--- config.mk ---
export PLATFORM = sky130hd
export DESIGN_NAME = running_light_ctrl
export DESIGN_NICKNAME = d
export VERILOG_FILES = /design/src/rtl/running_light_pkg.sv /design/src/rtl/edge_detect.sv /design/src/rtl/running_light_ctrl.sv
export SDC_FILE = /design/constraint.sdc
export NUM_CORES = 1
export LEC_CHECK = 0
export ABC_CLOCK_PERIOD_IN_PS = 4300
export CAP_MARGIN = 20
export CORE_MARGIN = 1.5
export CORE_UTILIZATION = 35
export DETAILED_ROUTE_END_ITERATION = 8
export PLACE_DENSITY = 0.6
export RECOVER_POWER = 50
export SLEW_MARGIN = 15
export SYNTH_ARGS = -nofsm -noshare
export SYNTH_HDL_FRONTEND = slang
export SYNTH_SLANG_ARGS = --single-unit
--- constraint.sdc ---
create_clock -name clk50m -period 4.3 [get_ports clk50m]
set_clock_uncertainty 0.1 [all_clocks]
set_input_delay 0.86 -clock clk50m [delete_from_list [all_inputs] [get_ports clk50m]]
set_output_delay 0.86 -clock clk50m [all_outputs]
set_load 0.01 [all_outputs]
--- src/rtl/running_light_pkg.sv ---
// Shared types and constants for the running-light controller.
//   state_t : run/pause FSM encoding
//   SPD_MAX : highest speed index; the next speed press wraps to 0
package running_light_pkg;

    typedef enum logic [1:0] {
        ST_IDLE  = 2'd0,
        ST_RUN   = 2'd1,
        ST_PAUSE = 2'd2
    } state_t;

    localparam logic [1:0] SPD_MAX = 2'd3;

endpackage

--- src/rtl/edge_detect.sv ---
// Two-flop key sampler that turns a debounced active-low key into a
// one-cycle press pulse on the falling edge.
//   clk50m      : system clock
//   rst_n       : asynchronous active-low reset
//   key_n       : debounced key, low while pressed
//   fallingedge : high for one cycle after the key is first sampled low
module edge_detect (
    input  logic clk50m,
    input  logic rst_n,
    input  logic key_n,
    output logic fallingedge
);

    logic s1_q, s1_d;
    logic s2_q, s2_d;

    always_comb begin
        s1_d = key_n;
        s2_d = s1_q;
    end

    // Reset to the released level so no pulse appears when reset lifts.
    always_ff @(posedge clk50m or negedge rst_n) begin
        if (!rst_n) begin
            s1_q <= 1'b1;
            s2_q <= 1'b1;
        end else begin
            s1_q <= s1_d;
            s2_q <= s2_d;
        end
    end

    assign fallingedge = s2_q & ~s1_q;

endmodule

--- src/rtl/running_light_ctrl.sv ---
// Running-light sequencer. Converts four keys into press pulses, runs an
// IDLE/RUN/PAUSE FSM that steps an address counter through the pattern
// memory at BASE_TICKS << speed cycles per step, and latches each returned
// pattern word onto the LEDs.
//   clk50m, rst_n          : clock, asynchronous active-low reset
//   key_run_n/dir_n/spd_n  : start/stop, direction toggle, speed cycle keys
//   key_clr_n              : clear key, returns to IDLE
//   mem_rd, mem_addr       : one-cycle read strobe and address to memory
//   mem_rdata              : pattern word, valid one cycle after mem_rd
//   led                    : LED drive
//   running, dir_down, speed : status outputs
module running_light_ctrl
    import running_light_pkg::*;
#(
    parameter int unsigned ADDR_W     = 4,
    parameter int unsigned DATA_W     = 10,
    parameter int unsigned LAST_ADDR  = 15,
    parameter int unsigned BASE_TICKS = 2_500_000,
    parameter int unsigned CNT_W      = 26
) (
    input  logic              clk50m,
    input  logic              rst_n,
    input  logic              key_run_n,
    input  logic              key_dir_n,
    input  logic              key_spd_n,
    input  logic              key_clr_n,
    output logic              mem_rd,
    output logic [ADDR_W-1:0] mem_addr,
    input  logic [DATA_W-1:0] mem_rdata,
    output logic [DATA_W-1:0] led,
    output logic              running,
    output logic              dir_down,
    output logic [1:0]        speed
);

    localparam logic [ADDR_W-1:0] LAST = ADDR_W'(LAST_ADDR);

    logic run_p, dir_p, spd_p, clr_p;

    edge_detect u_run (.clk50m(clk50m), .rst_n(rst_n), .key_n(key_run_n), .fallingedge(run_p));
    edge_detect u_dir (.clk50m(clk50m), .rst_n(rst_n), .key_n(key_dir_n), .fallingedge(dir_p));
    edge_detect u_spd (.clk50m(clk50m), .rst_n(rst_n), .key_n(key_spd_n), .fallingedge(spd_p));
    edge_detect u_clr (.clk50m(clk50m), .rst_n(rst_n), .key_n(key_clr_n), .fallingedge(clr_p));

    state_t            state_q, state_d;
    logic [ADDR_W-1:0] addr_q,  addr_d;
    logic              rd_q,    rd_d;
    logic              pend_q,  pend_d;
    logic [DATA_W-1:0] led_q,   led_d;
    logic              dir_q,   dir_d;
    logic [1:0]        spd_q,   spd_d;
    logic [CNT_W-1:0]  cnt_q,   cnt_d;

    logic [CNT_W-1:0]  period_m1;
    logic              tick;
    logic [ADDR_W-1:0] step_addr;

    always_comb begin
        period_m1 = (CNT_W'(BASE_TICKS) << spd_q) - CNT_W'(1);
        tick      = (state_q == ST_RUN) && (cnt_q == period_m1);

        if (dir_q) step_addr = (addr_q == '0)   ? LAST : addr_q - ADDR_W'(1);
        else       step_addr = (addr_q == LAST) ? '0   : addr_q + ADDR_W'(1);
    end

    always_comb begin
        state_d = state_q;
        addr_d  = addr_q;
        rd_d    = 1'b0;
        pend_d  = rd_q;
        led_d   = led_q;
        dir_d   = dir_q ^ dir_p;
        spd_d   = spd_q;
        cnt_d   = cnt_q;

        if (pend_q) led_d = mem_rdata;

        // clr > run > tick; dir/spd are handled independently around this.
        if (clr_p) begin
            state_d = ST_IDLE;
            addr_d  = '0;
            led_d   = '0;
            cnt_d   = '0;
            pend_d  = 1'b0;
        end else if (run_p) begin
            case (state_q)
                ST_IDLE: begin
                    state_d = ST_RUN;
                    addr_d  = '0;
                    rd_d    = 1'b1;
                    cnt_d   = '0;
                end
                // A pause landing on a tick still wraps the count, so the
                // resumed step comes a full period later.
                ST_RUN: begin
                    state_d = ST_PAUSE;
                    cnt_d   = tick ? '0 : cnt_q;
                end
                ST_PAUSE: state_d = ST_RUN;
                default:  state_d = ST_IDLE;
            endcase
        end else if (state_q == ST_RUN) begin
            if (tick) begin
                cnt_d  = '0;
                addr_d = step_addr;
                rd_d   = 1'b1;
            end else begin
                cnt_d = cnt_q + CNT_W'(1);
            end
        end

        if (spd_p) begin
            spd_d = (spd_q == SPD_MAX) ? 2'd0 : spd_q + 2'd1;
            cnt_d = '0;
        end
    end

    always_ff @(posedge clk50m or negedge rst_n) begin
        if (!rst_n) begin
            state_q <= ST_IDLE;
            addr_q  <= '0;
            rd_q    <= 1'b0;
            pend_q  <= 1'b0;
            led_q   <= '0;
            dir_q   <= 1'b0;
            spd_q   <= 2'd0;
            cnt_q   <= '0;
        end else begin
            state_q <= state_d;
            addr_q  <= addr_d;
            rd_q    <= rd_d;
            pend_q  <= pend_d;
            led_q   <= led_d;
            dir_q   <= dir_d;
            spd_q   <= spd_d;
            cnt_q   <= cnt_d;
        end
    end

    assign mem_rd   = rd_q;
    assign mem_addr = addr_q;
    assign led      = led_q;
    assign running  = (state_q == ST_RUN);
    assign dir_down = dir_q;
    assign speed    = spd_q;

endmodule

==> notes.md, run 1 <==
yosys + openroad results -> status finished, violations left, violations in the final reports design-rule violations, max-capacitance violations, max-slew violations, Num CTS Buffers 5, flops out of synthesis between 50 and 60, Initial Utilization a little over a third, final hold violations 0, met2 wire length around 3.2 mm, post-synth top area cell dfrtp_1, worst vdd ir ~0.13 mV, Leading cell kind multi-input combinational cells, area of the multi-input gates about 1700 um2, fa+ha+maj area frac 4.680%, cycle use final 71.72%, Yosys chip area 3208 um2, average vias per placed instance about 5.5, GR Util met2 24.40%, simple share between 20% and 30%, Max clock buf depth 2, Ports 35, DR DRC count 4, Synth cell types roughly 55, Core ar. 8806 um2, Comb gates between 200 and 300, Synth Area in Compound Gates a little over an eighth, synthesized area per cell a little over 9 um2, Final clock-cell share under 10%, Power Dens Cells between 300 and 400 nW/um2, 1st-pass router iterations 8, Final TNS setup 0 ps, # Cells Yosys around 350, PostCTS Resize Cnt 0, commonest cells after routing, fill and taps aside 47 x dfrtp_1, 40 x nor2_1, 32 x o21ai_0, Dominant combinational family simple AND/OR/NAND/NOR gates, CP endpoint kind register, CTS tree yes, num rows 34, vias approximately 2,700, OpenROAD warning count 34, Yosys Warn Count 0, Max Slew Vio Count roughly 40, Slew headroom -32.54%, GP Congestion about 0.84, critical path peak fanout 22, non-clock buffer count 37, first-pass GRT wire length 12.18 mm, Mux cell area share roughly 5.3%, EDFF count, synth 0, register area share after synthesis between 40% and 50%, nets@finish 406, crit path DRT roughly 4400 ps, fraction of layout cells with a size suffix above 1 under 10%, WL final just over 7 mm, Tap Cells around 110, fillers 884, Metal-1 WL approximately 3.4 mm, Critical Path AT ~3200 ps, Post-Layout Cell Count between 400 and 500, Clk pin slew, worst setup/hold paths 100 ps, CTS Root Cell clkbuf_8, Most flops, register cnt_q, placed insts approximately 480, met3 wire length 387 um, worst-path cell chain inv_1, ha_1, inv_1, ha_1, xor2_1, nand2_1, nor3_1, o2111a_1, nand2_1, mux2i_1, Die X slightly below 100 um, Top area cell types dfrtp_1 37%, dfstp_2 6.6%, mux2i_1 5.0%, Non-clock buffer share 9.485%, post-DP HPWL roughly 5.2 mm, final setup violation count 0, Pleak approximately 1.6 nW, share of flip-flops with an asynchronous set or reset 100.0%, Synthesized Nets between 300 and 400, Max Cap Viol 1
==> run 1: path summary, 6_finish.rpt <==
| check | slack (ps) | start | cells after the start | end |
|---|---|---|---|---|
| setup / recovery | 1220 | speed[0] | 10 | mem_addr[3] |
| hold / removal | 270 | u_run.s1_q | 0 | u_run.s2_q |
| setup reg to reg | 1220 | speed[0] | 10 | mem_addr[3] |
| hold reg to reg | 270 | u_run.s1_q | 0 | u_run.s2_q |
| max in group asynchronous | 1480 | rst_n | 2 | cnt_q[2] |
| min in group asynchronous | 1000 | rst_n | 1 | led[2] |
==> run 1: power breakdown <==
| group | switching (mW) | leakage (nW) | total [mW] | internal, mW |
|---|---|---|---|---|
| Combinational | 0.229 | 0.814 | 0.417 | 0.189 |
| Clock | 0.176 | 0.0474 | 0.308 | 0.132 |
| Sequential | 0.0552 | 0.727 | 0.613 | 0.558 |
| Total | 0.460 | 1.59 | 1.34 | 0.878 |
==> run 1: cells in the mapped netlist, types with 3 or more instances <==
master,instances
dfrtp_1,47
nor2_1,40
o21ai_0,32
nand2_1,26
a21oi_1,17
mux2i_1,16
inv_1,14
clkbuf_1,12
ha_1,12
and3_1,11
nand3_1,10
a31oi_1,8
dfstp_2,8
nor3_1,7
and2_1,6
nand4_1,6
nor3b_1,6
xor2_1,6
nand2b_1,5
nor2b_1,5
xnor2_1,5
and4_1,4
nand3b_1,4
or3_1,4
buf_2,3
o211ai_1,3
==> run 1: per-stage QoR <==
| stage | power [mW] | setup slack (ps) | utilization (%) |
|---|---|---|---|
| final | 1.338 | 1216 | 42.24 |
| after detailed placement | 1.046 | 1182 | 41.18 |
| after global placement | 1.040 | 1277 | 41.18 |
| after CTS | 1.358 | 1176 | 42.30 |
| after floorplan | 0.8917 | 1633 | - |
| after global routing | 1.419 | 921.5 | 42.24 |
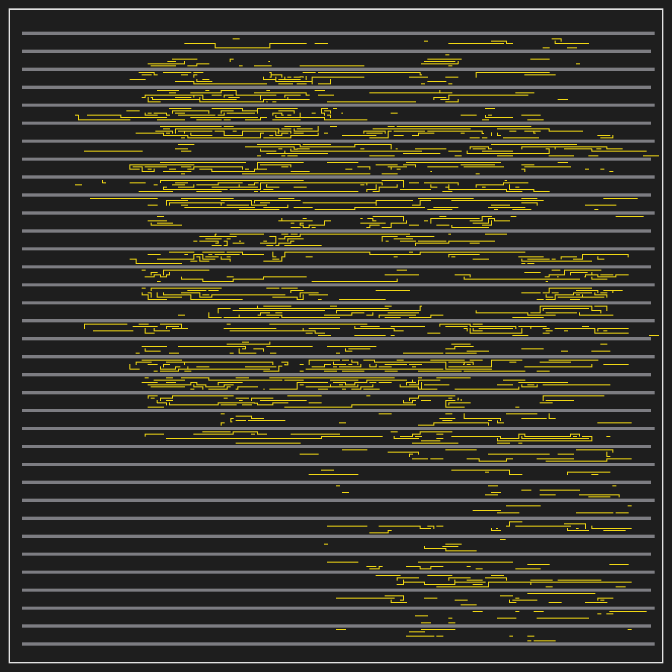
Run 1: signal wires on met1
Supply wires on this layer in gray.
main direction: horizontal
longest straight run: 23.5 um
wire length on this layer: 3,430 um

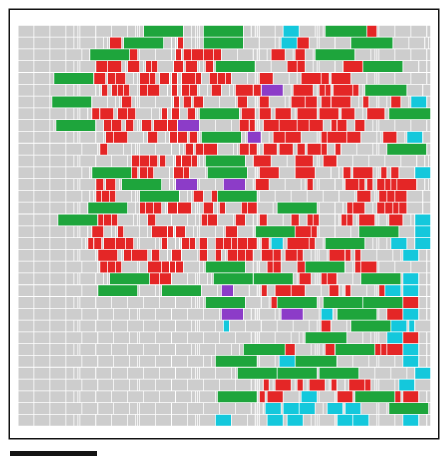
Run 1: cell classes on the final placement
Bar = 20 um. Fill, decap, tap and diode cells in gray.
| color | class | cells |
|---|---|---|
| purple | clock drivers and dummy loads | 8 |
| cyan | other buffers and delay cells | 37 |
| red | combinational and other logic | 279 |
| green | flops | 55 |

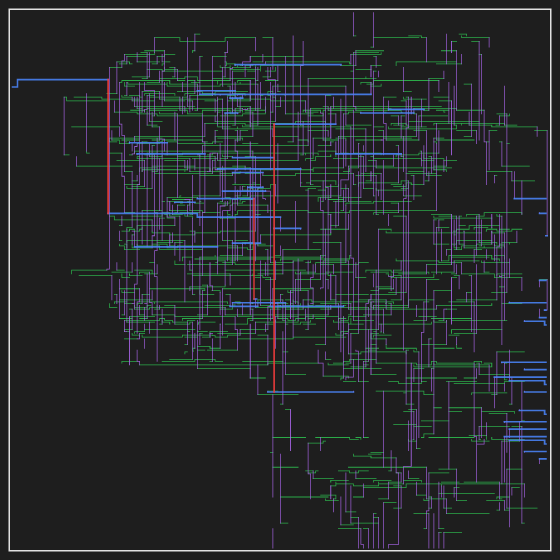
Run 1: wiring by layer
| color | layer | wire length |
|---|---|---|
| purple | metal 2 | 3,200 um |
| red | metal 4 | 91.8 um |
| green | metal 1 | 3,430 um |
| blue | metal 3 | 387 um |

==> inputs of run 2 (changes only) <==
- ABC_CLOCK_PERIOD_IN_PS: 4300 -> 3100
- clock period: 4.3 -> 3.1 ns (I/O delays scaled with it)
==> notes.md, run 2 <==
yosys + openroad results -> status finished, violations left, violations in the final reports design-rule violations, nets@finish slightly above 400, final hold violations 0, CTS Root Cell clkbuf_8, Critical Path AT a little under 3000 ps, number of global-route vias before repair ~2,600, register area share after synthesis ~43%, Most flops, register cnt_q, unrepaired setup endpoints after global routing false, CP endpoint kind register, Synth top cell by count dfrtp_1, GP Congestion approximately 0.87, Late-Pin Clk Latency ~310 ps, Core ar. a little under 9000 um2, Synthesized Nets between 300 and 400, Synth cell types approximately 55, Worst R2R Path Depth 10, actual slew at the worst max-slew pin between 1000 and 1500 ps, share of flip-flops with an asynchronous set or reset 100.0%, most frequent cells after synthesis 47 x dfrtp_1, 40 x nor2_1, 32 x o21ai_0, Power Dens Cells around 500 nW/um2, DR DRC count 4, PnR worst setup slack 253.5 ps, crit path DRT around 3200 ps, first-pass GRT wire length 12.79 mm, Reg-to-Reg Start speed[0], Yosys Warn Count 0, post-DP HPWL between 5 and 6 mm, num rows 34, critical path peak fanout 9, Slew headroom a little over a fifth, # Cells Yosys approximately 350, Yosys chip area approximately 3200 um2, worst vdd ir approximately 0.19 mV, Final TNS setup 0 ps, pre-CTS setup slack around 290 ps, EDFF count, synth 0, total power ~1.9 mW, Num CTS Buffers 5, met2 wire length around 3.5 mm, average vias per placed instance around 5.5, Post-Route Utilization a little over two fifths, critical path class register to register, Metal-1 WL between 3 and 4 mm, post-CTS setup buffer count 0, final setup violation count 0, Max clock buf depth 2, PostCTS Resize Cnt 0, Pleak 1.605 nW, Ports 35, post-synth top area cell dfrtp_1, f_max around 0.35 GHz, OpenROAD warning count 34, Die X a little under 100 um, Post-Synthesis Cells ~350, Initial Utilization between 30 and 40%, Post-Layout Cell Count just under 500, 1st-pass router iterations 8, cycle use final between 90 and 100%, FF-to-FF setup slack approximately 250 ps, Max Slew Vio Count 0, max FFs per register 26, synthesized area per cell 9.140 um2, Top area cell types dfrtp_1 37%, dfstp_2 6.6%, mux2i_1 5.0%, met3 wire length 294 um, Commonest Layout Cell dfrtp_1, r2r endpoint mem_addr[2], Clk pin slew, worst setup/hold paths roughly 110 ps, placed insts roughly 480, # H-tree levels 2, flops out of synthesis between 50 and 60, Max-area cell share between 30% and 40%, commonest cells after routing, fill and taps aside 47 x dfrtp_1, 40 x nor2_1, 32 x o21ai_0, CTS tree yes, fraction of layout cells with a size suffix above 1 between 8 and 9%, Max Cap Viol 0
run 2: worst max path at each step:
stage / startpoint / to / slack [ps] / cells past startpoint
floorplan: speed[0] / mem_addr[2] / 430 / 10
global placement: speed[0] / mem_addr[2] / 380 / 10
detailed placement: speed[0] / mem_addr[2] / 290 / 10
CTS: speed[0] / mem_addr[2] / 270 / 10
global route: speed[0] / mem_addr[2] / 70 / 10
finish: speed[0] / mem_addr[2] / 250 / 10
run 2: cell type report:
type,count,area (um2)
Clock buffer,5,68.82
Clock inverter,3,25.02
Fill cell,871,5060
Inverter,14,52.55
Multi-Input combinational cell,265,1694
Sequential cell,55,1386
Tap cell,108,135.1
Timing Repair Buffer,41,384.1
run 2: report_power, final:
group	leakage, nW	switching (mW)	internal, mW	total (mW)
Sequential	0.726	0.0777	0.773	0.851
Combinational	0.834	0.320	0.267	0.587
Clock	0.0443	0.254	0.162	0.416
run 2: cell families after synthesis:
group                    Yosys count  synth area share, %
AND-OR/OR-AND                     74                13.53
XOR/XNOR                          11                3.003
adder cells (fa/ha/maj)           12                4.680
buffers and inverters             31                3.978
flip-flops                        55                43.21
multiplexers                      17                5.343
AND/OR/NAND/NOR                  151                26.25
run 2: per-stage QoR:
step,hold slack [ps],cell area (um2)
6_report,144.8,3746
5_1_grt,166.2,3746
4_1_cts,42.31,3750
3_5_place_dp,258.1,3656
3_3_place_gp,254.3,3656
2_1_floorplan,224.4,3208
run 2: layer usage:
layer / track usage [%] / up-vias
met2: 26.10 / 59
met1: 22.38 / 1312
met3: 2.766 / 6
met5: 0 / -
li1: - / 1311
met4: 3.846 / 0
run 2: critical path, cell delays in order (launching register included):
cell and delay [ps]:
dfrtp_1 500, inv_1 190, ha_1 230, inv_1 60, ha_1 300, xor2_1 130, nand2_1 80, or4_4 510
nor4_2 330, mux2i_1 220, a21oi_1 80
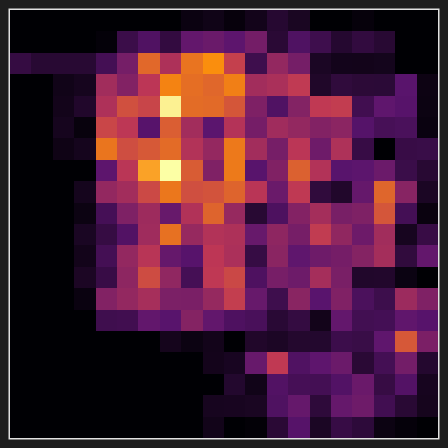
Run 2: wire density map
The die is cut into 20 by 20 equal tiles; black is low, pale yellow is high, scaled to the fullest tile. Values are wire area over tile area, all layers added.
mean over tiles: 0.12
nearly empty tiles: 27%
emptiest ninth of the die: south-west

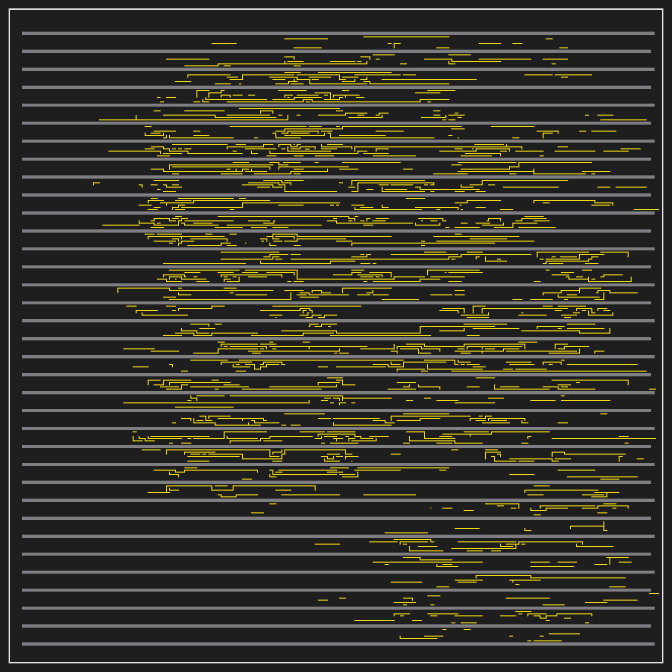
Run 2: signal wires on met1
Supply wires on this layer in gray.
wire length on this layer: 3,620 um
nets with wire on the layer: 366
share of all routed wire: 49%
longest straight run: 29.4 um
grt met1 use: 22.38%
vias: 2,688
WL final: 7.444 mm

No activity file was given, so power comes from the tool's default toggle rates.
